==> src/rtl/alu_pkg.sv <==
`default_nettype none
//==============================================================================
// Module   : alu_pkg
// Desc     : Shared types for the pipelined execute block: ALU operation
//            encoding and multiplier sequencer states.
// Macro    : ALU_MUL_EN (consumed by alu_pipe_top, types always present)
// Revision : 1.0 - initial release
//==============================================================================
package alu_pkg;

   localparam int ALU_CTRL_W = 4;

   // Codes 11..15 are reserved: they retire with a zero result and no write.
   typedef enum logic [ALU_CTRL_W-1:0] {
      ALU_ADD  = 4'd0,
      ALU_SUB  = 4'd1,
      ALU_AND  = 4'd2,
      ALU_OR   = 4'd3,
      ALU_XOR  = 4'd4,
      ALU_SLT  = 4'd5,
      ALU_SLTU = 4'd6,
      ALU_SLL  = 4'd7,
      ALU_SRL  = 4'd8,
      ALU_SRA  = 4'd9,
      ALU_MUL  = 4'd10
   } alu_op_e;

   typedef enum logic [1:0] {
      MUL_IDLE = 2'd0,
      MUL_BUSY = 2'd1,
      MUL_DONE = 2'd2
   } mul_state_e;

endpackage
`default_nettype wire

==> src/rtl/alu_pipe_if.sv <==
`default_nettype none
//==============================================================================
// Module   : alu_pipe_if
// Desc     : Decode-side instruction handshake plus retire/a0 observation
//            signals of the pipelined execute block.
// Macro    : none
// Revision : 1.0 - initial release
//==============================================================================
interface alu_pipe_if #(
   parameter int DATA_WIDTH    = 32,
   parameter int ADDRESS_WIDTH = 5
) ();

   logic                          in_valid;
   logic                          in_ready;
   logic [alu_pkg::ALU_CTRL_W-1:0] alu_ctrl;
   logic                          alu_src;
   logic [ADDRESS_WIDTH-1:0]      rs1;
   logic [ADDRESS_WIDTH-1:0]      rs2;
   logic [ADDRESS_WIDTH-1:0]      rd;
   logic                          reg_write;
   logic [DATA_WIDTH-1:0]         imm_op;
   logic                          out_valid;
   logic [DATA_WIDTH-1:0]         out_result;
   logic                          out_eq;
   logic [DATA_WIDTH-1:0]         a0;

   // Decode side: issues instructions, observes results.
   modport master (
      output in_valid, alu_ctrl, alu_src, rs1, rs2, rd, reg_write, imm_op,
      input  in_ready, out_valid, out_result, out_eq, a0
   );

   // Execute block side.
   modport slave (
      input  in_valid, alu_ctrl, alu_src, rs1, rs2, rd, reg_write, imm_op,
      output in_ready, out_valid, out_result, out_eq, a0
   );

endinterface
`default_nettype wire

==> src/rtl/alu_mul_seq.sv <==
`default_nettype none
//==============================================================================
// Module   : alu_mul_seq
// Desc     : Radix-2 shift-add multiplier, one partial product per cycle.
//            Operands are captured on i_start; o_done is high for one cycle
//            after DATA_WIDTH iterations with the low product bits valid.
// Macro    : instantiated only when ALU_MUL_EN is defined
// Revision : 1.0 - initial release
//==============================================================================
module alu_mul_seq
   import alu_pkg::*;
#(
   parameter int DATA_WIDTH = 32
) (
   input  wire                   clk,
   input  wire                   rst_n,
   input  wire                   i_start,
   input  wire  [DATA_WIDTH-1:0] i_op1,
   input  wire  [DATA_WIDTH-1:0] i_op2,
   output logic                  o_busy,
   output logic                  o_done,
   output logic [DATA_WIDTH-1:0] o_product
);

   localparam int                c_cntw = (DATA_WIDTH > 1) ? $clog2(DATA_WIDTH) : 1;
   localparam logic [c_cntw-1:0] c_last = c_cntw'(DATA_WIDTH - 1);

   mul_state_e            r_state;
   mul_state_e            w_next;
   logic [c_cntw-1:0]     r_cnt;
   logic [DATA_WIDTH-1:0] r_mcand;
   logic [DATA_WIDTH-1:0] r_mplier;
   logic [DATA_WIDTH-1:0] r_acc;

   // State register.
   always_ff @(posedge clk or negedge rst_n) begin
      if (!rst_n) r_state <= MUL_IDLE;
      else        r_state <= w_next;
   end

   // Next state: a start may also arrive in DONE, since the pipe accepts then.
   always_comb begin
      w_next = r_state;
      case (r_state)
         MUL_IDLE: if (i_start) w_next = MUL_BUSY;
         MUL_BUSY: if (r_cnt == c_last) w_next = MUL_DONE;
         MUL_DONE: w_next = i_start ? MUL_BUSY : MUL_IDLE;
         default:  w_next = MUL_IDLE;
      endcase
   end

   // Shift-add datapath: add multiplicand when multiplier LSB is set.
   always_ff @(posedge clk or negedge rst_n) begin
      if (!rst_n) begin
         r_cnt    <= '0;
         r_mcand  <= '0;
         r_mplier <= '0;
         r_acc    <= '0;
      end else if (i_start) begin
         r_cnt    <= '0;
         r_mcand  <= i_op1;
         r_mplier <= i_op2;
         r_acc    <= '0;
      end else if (r_state == MUL_BUSY) begin
         if (r_mplier[0]) r_acc <= r_acc + r_mcand;
         r_mcand  <= r_mcand << 1;
         r_mplier <= r_mplier >> 1;
         r_cnt    <= r_cnt + 1'b1;
      end
   end

   assign o_busy    = (r_state == MUL_BUSY);
   assign o_done    = (r_state == MUL_DONE);
   assign o_product = r_acc;

endmodule
`default_nettype wire

==> src/rtl/alu_pipe_top.sv <==
`default_nettype none
//==============================================================================
// Module   : alu_pipe_top
// Desc     : Two-stage execute block. Stage 1 reads the register file (with
//            forwarding from stage 2) and selects operands; stage 2 runs the
//            ALU, writes back and registers the retire outputs.
// Macro    : ALU_MUL_EN - adds the sequential multiplier for op 10 and the
//            stall it needs; otherwise op 10 is reserved and in_ready is 1.
// Revision : 1.0 - initial release
//==============================================================================
module alu_pipe_top
   import alu_pkg::*;
#(
   parameter int DATA_WIDTH    = 32,
   parameter int ADDRESS_WIDTH = 5,
   parameter int A0_INDEX      = 10
) (
   input wire        clk,
   input wire        rst_n,
   alu_pipe_if.slave bus
);

   localparam int c_nregs = 2 ** ADDRESS_WIDTH;
   localparam int c_shw   = $clog2(DATA_WIDTH);

   logic [DATA_WIDTH-1:0]    r_regs [c_nregs];

   logic                     r_s2_valid;
   logic                     r_s2_we;
   logic [ALU_CTRL_W-1:0]    r_s2_op;
   logic [DATA_WIDTH-1:0]    r_s2_op1;
   logic [DATA_WIDTH-1:0]    r_s2_op2;
   logic [ADDRESS_WIDTH-1:0] r_s2_rd;

   logic                     r_out_valid;
   logic [DATA_WIDTH-1:0]    r_out_result;
   logic                     r_out_eq;

   logic                     w_in_ready;
   logic                     w_accept;
   logic                     w_retire;
   logic                     w_op_legal;
   logic                     w_wr_en;
   logic                     w_fwd1;
   logic                     w_fwd2;
   logic [DATA_WIDTH-1:0]    w_rd1;
   logic [DATA_WIDTH-1:0]    w_rd2;
   logic [DATA_WIDTH-1:0]    w_op1;
   logic [DATA_WIDTH-1:0]    w_op2;
   logic [DATA_WIDTH-1:0]    w_alu_result;
   logic [DATA_WIDTH-1:0]    w_s2_result;
   logic [c_shw-1:0]         w_shamt;

   assign w_accept = bus.in_valid && w_in_ready;

`ifdef ALU_MUL_EN
   logic                  w_s2_is_mul;
   logic                  w_mul_start;
   logic                  w_mul_busy;
   logic                  w_mul_done;
   logic [DATA_WIDTH-1:0] w_mul_product;

   // The multiplier starts as the MUL enters stage 2, so the stall covers
   // exactly the iteration cycles and the product retires in DONE.
   assign w_s2_is_mul = (r_s2_op == ALU_MUL);
   assign w_mul_start = w_accept && (bus.alu_ctrl == ALU_MUL);

   alu_mul_seq #(
      .DATA_WIDTH (DATA_WIDTH)
   ) u_mul (
      .clk       (clk),
      .rst_n     (rst_n),
      .i_start   (w_mul_start),
      .i_op1     (w_op1),
      .i_op2     (w_op2),
      .o_busy    (w_mul_busy),
      .o_done    (w_mul_done),
      .o_product (w_mul_product)
   );

   assign w_in_ready  = ~w_mul_busy;
   assign w_retire    = r_s2_valid && (!w_s2_is_mul || w_mul_done);
   assign w_s2_result = w_s2_is_mul ? w_mul_product : w_alu_result;
   assign w_op_legal  = (r_s2_op <= ALU_MUL);
`else
   assign w_in_ready  = 1'b1;
   assign w_retire    = r_s2_valid;
   assign w_s2_result = w_alu_result;
   assign w_op_legal  = (r_s2_op <= ALU_SRA);
`endif

   // x0 and reserved ops never write, and therefore never forward either.
   assign w_wr_en = w_retire && r_s2_we && w_op_legal && (r_s2_rd != '0);
   assign w_fwd1  = w_wr_en && (r_s2_rd == bus.rs1);
   assign w_fwd2  = w_wr_en && (r_s2_rd == bus.rs2);

   assign w_rd1 = (bus.rs1 == '0) ? '0 : r_regs[bus.rs1];
   assign w_rd2 = (bus.rs2 == '0) ? '0 : r_regs[bus.rs2];
   assign w_op1 = w_fwd1 ? w_s2_result : w_rd1;
   assign w_op2 = bus.alu_src ? bus.imm_op : (w_fwd2 ? w_s2_result : w_rd2);

   // Stage-2 capture; held while the multiplier stalls the pipe.
   always_ff @(posedge clk or negedge rst_n) begin
      if (!rst_n) begin
         r_s2_valid <= 1'b0;
         r_s2_we    <= 1'b0;
         r_s2_op    <= '0;
         r_s2_op1   <= '0;
         r_s2_op2   <= '0;
         r_s2_rd    <= '0;
      end else if (w_in_ready) begin
         r_s2_valid <= bus.in_valid;
         if (bus.in_valid) begin
            r_s2_we  <= bus.reg_write;
            r_s2_op  <= bus.alu_ctrl;
            r_s2_op1 <= w_op1;
            r_s2_op2 <= w_op2;
            r_s2_rd  <= bus.rd;
         end
      end
   end

   assign w_shamt = r_s2_op2[c_shw-1:0];

   // Single-cycle ALU; MUL and reserved codes fall to zero here.
   always_comb begin
      w_alu_result = '0;
      case (r_s2_op)
         ALU_ADD:  w_alu_result = r_s2_op1 + r_s2_op2;
         ALU_SUB:  w_alu_result = r_s2_op1 - r_s2_op2;
         ALU_AND:  w_alu_result = r_s2_op1 & r_s2_op2;
         ALU_OR:   w_alu_result = r_s2_op1 | r_s2_op2;
         ALU_XOR:  w_alu_result = r_s2_op1 ^ r_s2_op2;
         ALU_SLT:  w_alu_result = {{(DATA_WIDTH-1){1'b0}},
                                   ($signed(r_s2_op1) < $signed(r_s2_op2))};
         ALU_SLTU: w_alu_result = {{(DATA_WIDTH-1){1'b0}}, (r_s2_op1 < r_s2_op2)};
         ALU_SLL:  w_alu_result = r_s2_op1 << w_shamt;
         ALU_SRL:  w_alu_result = r_s2_op1 >> w_shamt;
         ALU_SRA:  w_alu_result = $unsigned($signed(r_s2_op1) >>> w_shamt);
         default:  w_alu_result = '0;
      endcase
   end

   // Register file write port; entry 0 is never written.
   always_ff @(posedge clk or negedge rst_n) begin
      if (!rst_n) begin
         for (int i = 0; i < c_nregs; i++) r_regs[i] <= '0;
      end else if (w_wr_en) begin
         r_regs[r_s2_rd] <= w_s2_result;
      end
   end

   // Retire outputs: one-cycle valid pulse, result and eq held until next retire.
   always_ff @(posedge clk or negedge rst_n) begin
      if (!rst_n) begin
         r_out_valid  <= 1'b0;
         r_out_result <= '0;
         r_out_eq     <= 1'b0;
      end else begin
         r_out_valid <= w_retire;
         if (w_retire) begin
            r_out_result <= w_s2_result;
            r_out_eq     <= (r_s2_op1 == r_s2_op2);
         end
      end
   end

   assign bus.in_ready   = w_in_ready;
   assign bus.out_valid  = r_out_valid;
   assign bus.out_result = r_out_result;
   assign bus.out_eq     = r_out_eq;
   assign bus.a0         = r_regs[A0_INDEX];

endmodule
`default_nettype wire
==> src/flat_wrapper.sv <==
// flat-port wrapper written by rule: the top's interface ports become plain ports
module alu_pipe_top_flat import alu_pkg::*;
#(
   parameter int DATA_WIDTH    = 32,
   parameter int ADDRESS_WIDTH = 5,
   parameter int A0_INDEX      = 10
)
  (clk, rst_n, bus_in_valid, bus_alu_ctrl, bus_alu_src, bus_rs1, bus_rs2, bus_rd, bus_reg_write, bus_imm_op, bus_in_ready, bus_out_valid, bus_out_result, bus_out_eq, bus_a0);
  alu_pipe_if #(.DATA_WIDTH(DATA_WIDTH), .ADDRESS_WIDTH(ADDRESS_WIDTH)) bus_i ();
  input wire clk;
  input wire rst_n;
  input wire logic [$bits(bus_i.in_valid)-1:0] bus_in_valid;
  input wire logic [$bits(bus_i.alu_ctrl)-1:0] bus_alu_ctrl;
  input wire logic [$bits(bus_i.alu_src)-1:0] bus_alu_src;
  input wire logic [$bits(bus_i.rs1)-1:0] bus_rs1;
  input wire logic [$bits(bus_i.rs2)-1:0] bus_rs2;
  input wire logic [$bits(bus_i.rd)-1:0] bus_rd;
  input wire logic [$bits(bus_i.reg_write)-1:0] bus_reg_write;
  input wire logic [$bits(bus_i.imm_op)-1:0] bus_imm_op;
  output wire logic [$bits(bus_i.in_ready)-1:0] bus_in_ready;
  output wire logic [$bits(bus_i.out_valid)-1:0] bus_out_valid;
  output wire logic [$bits(bus_i.out_result)-1:0] bus_out_result;
  output wire logic [$bits(bus_i.out_eq)-1:0] bus_out_eq;
  output wire logic [$bits(bus_i.a0)-1:0] bus_a0;
  assign bus_i.in_valid = bus_in_valid;
  assign bus_i.alu_ctrl = bus_alu_ctrl;
  assign bus_i.alu_src = bus_alu_src;
  assign bus_i.rs1 = bus_rs1;
  assign bus_i.rs2 = bus_rs2;
  assign bus_i.rd = bus_rd;
  assign bus_i.reg_write = bus_reg_write;
  assign bus_i.imm_op = bus_imm_op;
  assign bus_in_ready = bus_i.in_ready;
  assign bus_out_valid = bus_i.out_valid;
  assign bus_out_result = bus_i.out_result;
  assign bus_out_eq = bus_i.out_eq;
  assign bus_a0 = bus_i.a0;
  alu_pipe_top #(.DATA_WIDTH(DATA_WIDTH), .ADDRESS_WIDTH(ADDRESS_WIDTH), .A0_INDEX(A0_INDEX)) u_core (.clk(clk), .rst_n(rst_n), .bus(bus_i));
endmodule
==> config.mk <==
export PLATFORM = sky130hd
export DESIGN_NAME = alu_pipe_top_flat
export DESIGN_NICKNAME = d
export VERILOG_FILES = /design/src/rtl/alu_pkg.sv /design/src/rtl/alu_pipe_if.sv /design/src/rtl/alu_mul_seq.sv /design/src/rtl/alu_pipe_top.sv /design/src/flat_wrapper.sv
export SDC_FILE = /design/constraint.sdc
export NUM_CORES = 2
export LEC_CHECK = 0
export ABC_CLOCK_PERIOD_IN_PS = 9900
export CAP_MARGIN = 20
export CORE_UTILIZATION = 50
export DETAILED_ROUTE_END_ITERATION = 8
export DONT_BUFFER_PORTS = 1
export PLACE_DENSITY = 0.66
export SYNTH_ARGS = -nofsm -noshare
export SYNTH_HDL_FRONTEND = slang
export SYNTH_SLANG_ARGS = --single-unit
==> constraint.sdc <==
create_clock -name clk -period 9.9 [get_ports clk]
set_input_delay 0.99 -clock clk [delete_from_list [all_inputs] [get_ports clk]]
set_output_delay 0.99 -clock clk [all_outputs]
set_load 0.01 [all_outputs]
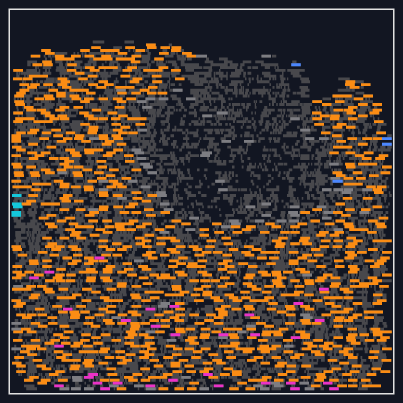
ff_map.png
Other sequential cells in the stronger grey, the rest of the logic in the fainter grey.
legend:
  `u_core.r_s2_rd`:
    colour: cyan
    flops: 5
    where: middle left
  `u_core.r_regs`:
    colour: orange
    flops: 992
    where: spread over the die
  `u_core.bus.a0`:
    colour: magenta
    flops: 32
    where: a band across the bottom
  `u_core.r_s2_op`:
    colour: blue
    flops: 4
Reg area: 0.0284 sq mm
flop share of the area: 39.9%
Sequential Power: 6.62 mW
Final Core Density: 54.0%

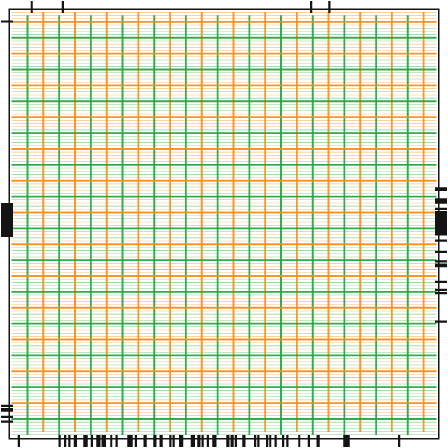
floorplan.png
Pins as bars on the die edge.
legend:
  VDD:
    colour: orange
  VSS:
    colour: green
met4 straps: 26
met1 rails: 134
met5 straps: 26
signal pins: 123
die width: 367 um
Max VDD drop: 0.000184 V
chip height: 367 um

==> out/results.txt <==
Drt total wl: 237,000 um
Yosys cell count: 6,680
R2R Path Start: u_core.r_s2_op2[2]$_DFFE_PN0P_
GRT Total Usage: 34.9%
Failing checks: slew limit
Final hold viol count: 0
CP max stage delay: 1.02 ns
Largest cell class: multi-input combinational cells
Drt wl/cell: 29.5 um
HPWL reported at the end of detailed placement: 140,000 um
Root buf cell: clkbuf_16
Final setup fails: 0
Via count: 54,400
Max-cap violations: 0
Gr ovfl total: 0
Max Fclk: 0.180 GHz
Worst-path fanout max: 58
Share of cells above drive strength 1: 15.4%
Setup TNS: 0 ns
XORs/XNORs by Area: 0.409%
Chip Area: 0.134 sq mm
I/O Pins: 123
Logic gate share of total power: 27.7%
Top sig layer: met5
Synth top area share: 42.7%
Gr busiest metal: met2
Count leader, synth: dfrtp_1
First-pass GRT wire length: 350,000 um
R2R setup slack: 4.35 ns
Switching portion of total power: 34.2%
Status: finished, violations left
Critical Path AT: 6.14 ns
Ys async rst share: 100%
Max-slew violations: 247
LEAKAGE: 30.2 nW
Synth logic family: multiplexers
Worst setup path end: u_core.r_regs[477]$_DFFE_PN0P_
Period minus WS final: 5.55 ns
Top pwr grp: sequential cells
Adder Share, Synth: 1.91%
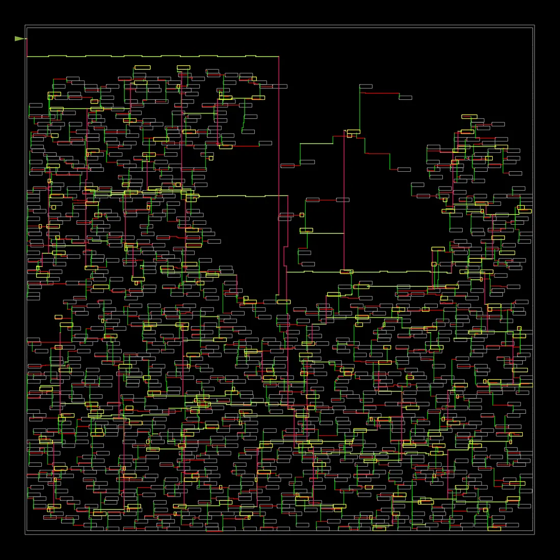
clock_nets.png
Sink Count: 1,133
clk ins delay skew pair: 0.76 ns

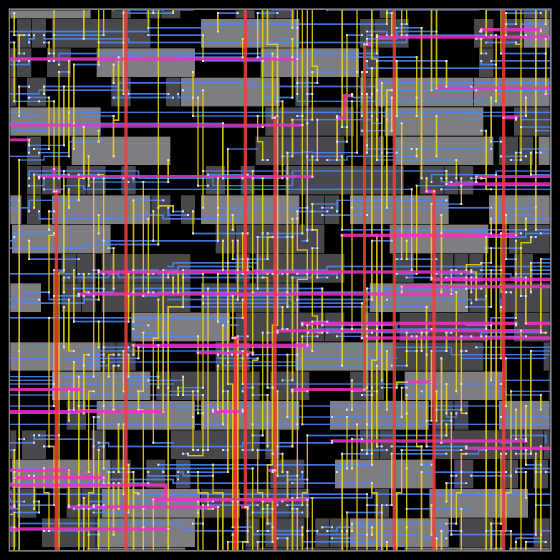
closeup.png
Window x 67 to 117, y 250 to 300 um. Cells in grey, sequential cells in the stronger grey; small squares are vias.
legend:
  M4:
    colour: red
  M1:
    colour: blue
  M2:
    colour: yellow
  M3:
    colour: magenta
cells with their middle in the window: 136
most frequent: nor2_1 (32), dfrtp_1 (32), a21oi_1 (30)
sequential cells in the window: 32
netlist names of flops here include: `u_core.r_regs` (31), `u_core.r_s2_op1` (1)

cells in the final DEF (no fill, tap or decap), drive strengths merged, types with 12 or more instances in the layout:
master,count
a211oi,21
a21o,16
a21oi,876
a221oi,97
a22oi,112
a31oi,35
buf,105
clkbuf,169
clkinv,31
dfrtp,1133
ha,98
inv,98
mux2,89
mux2i,328
mux4,429
nand2,521
nand2b,12
nand3,62
nand4,17
nor2,949
nor2b,23
nor3,36
o211ai,43
o21a,17
o21ai,665
o221ai,39
o22ai,14
o311ai,18
o31ai,12
or3,25
xnor2,24
state kept, by name, indices dropped and copies added, names as in the netlist, 4 cells and up:
register	flops
u_core.r_s2_op1	32
u_core.r_regs	992
u_core.r_s2_rd	5
u_core.bus.out_result	32
u_core.bus.a0	32
u_core.r_s2_op	4
u_core.r_s2_op2	32
Power and IR drop assume default switching activity.
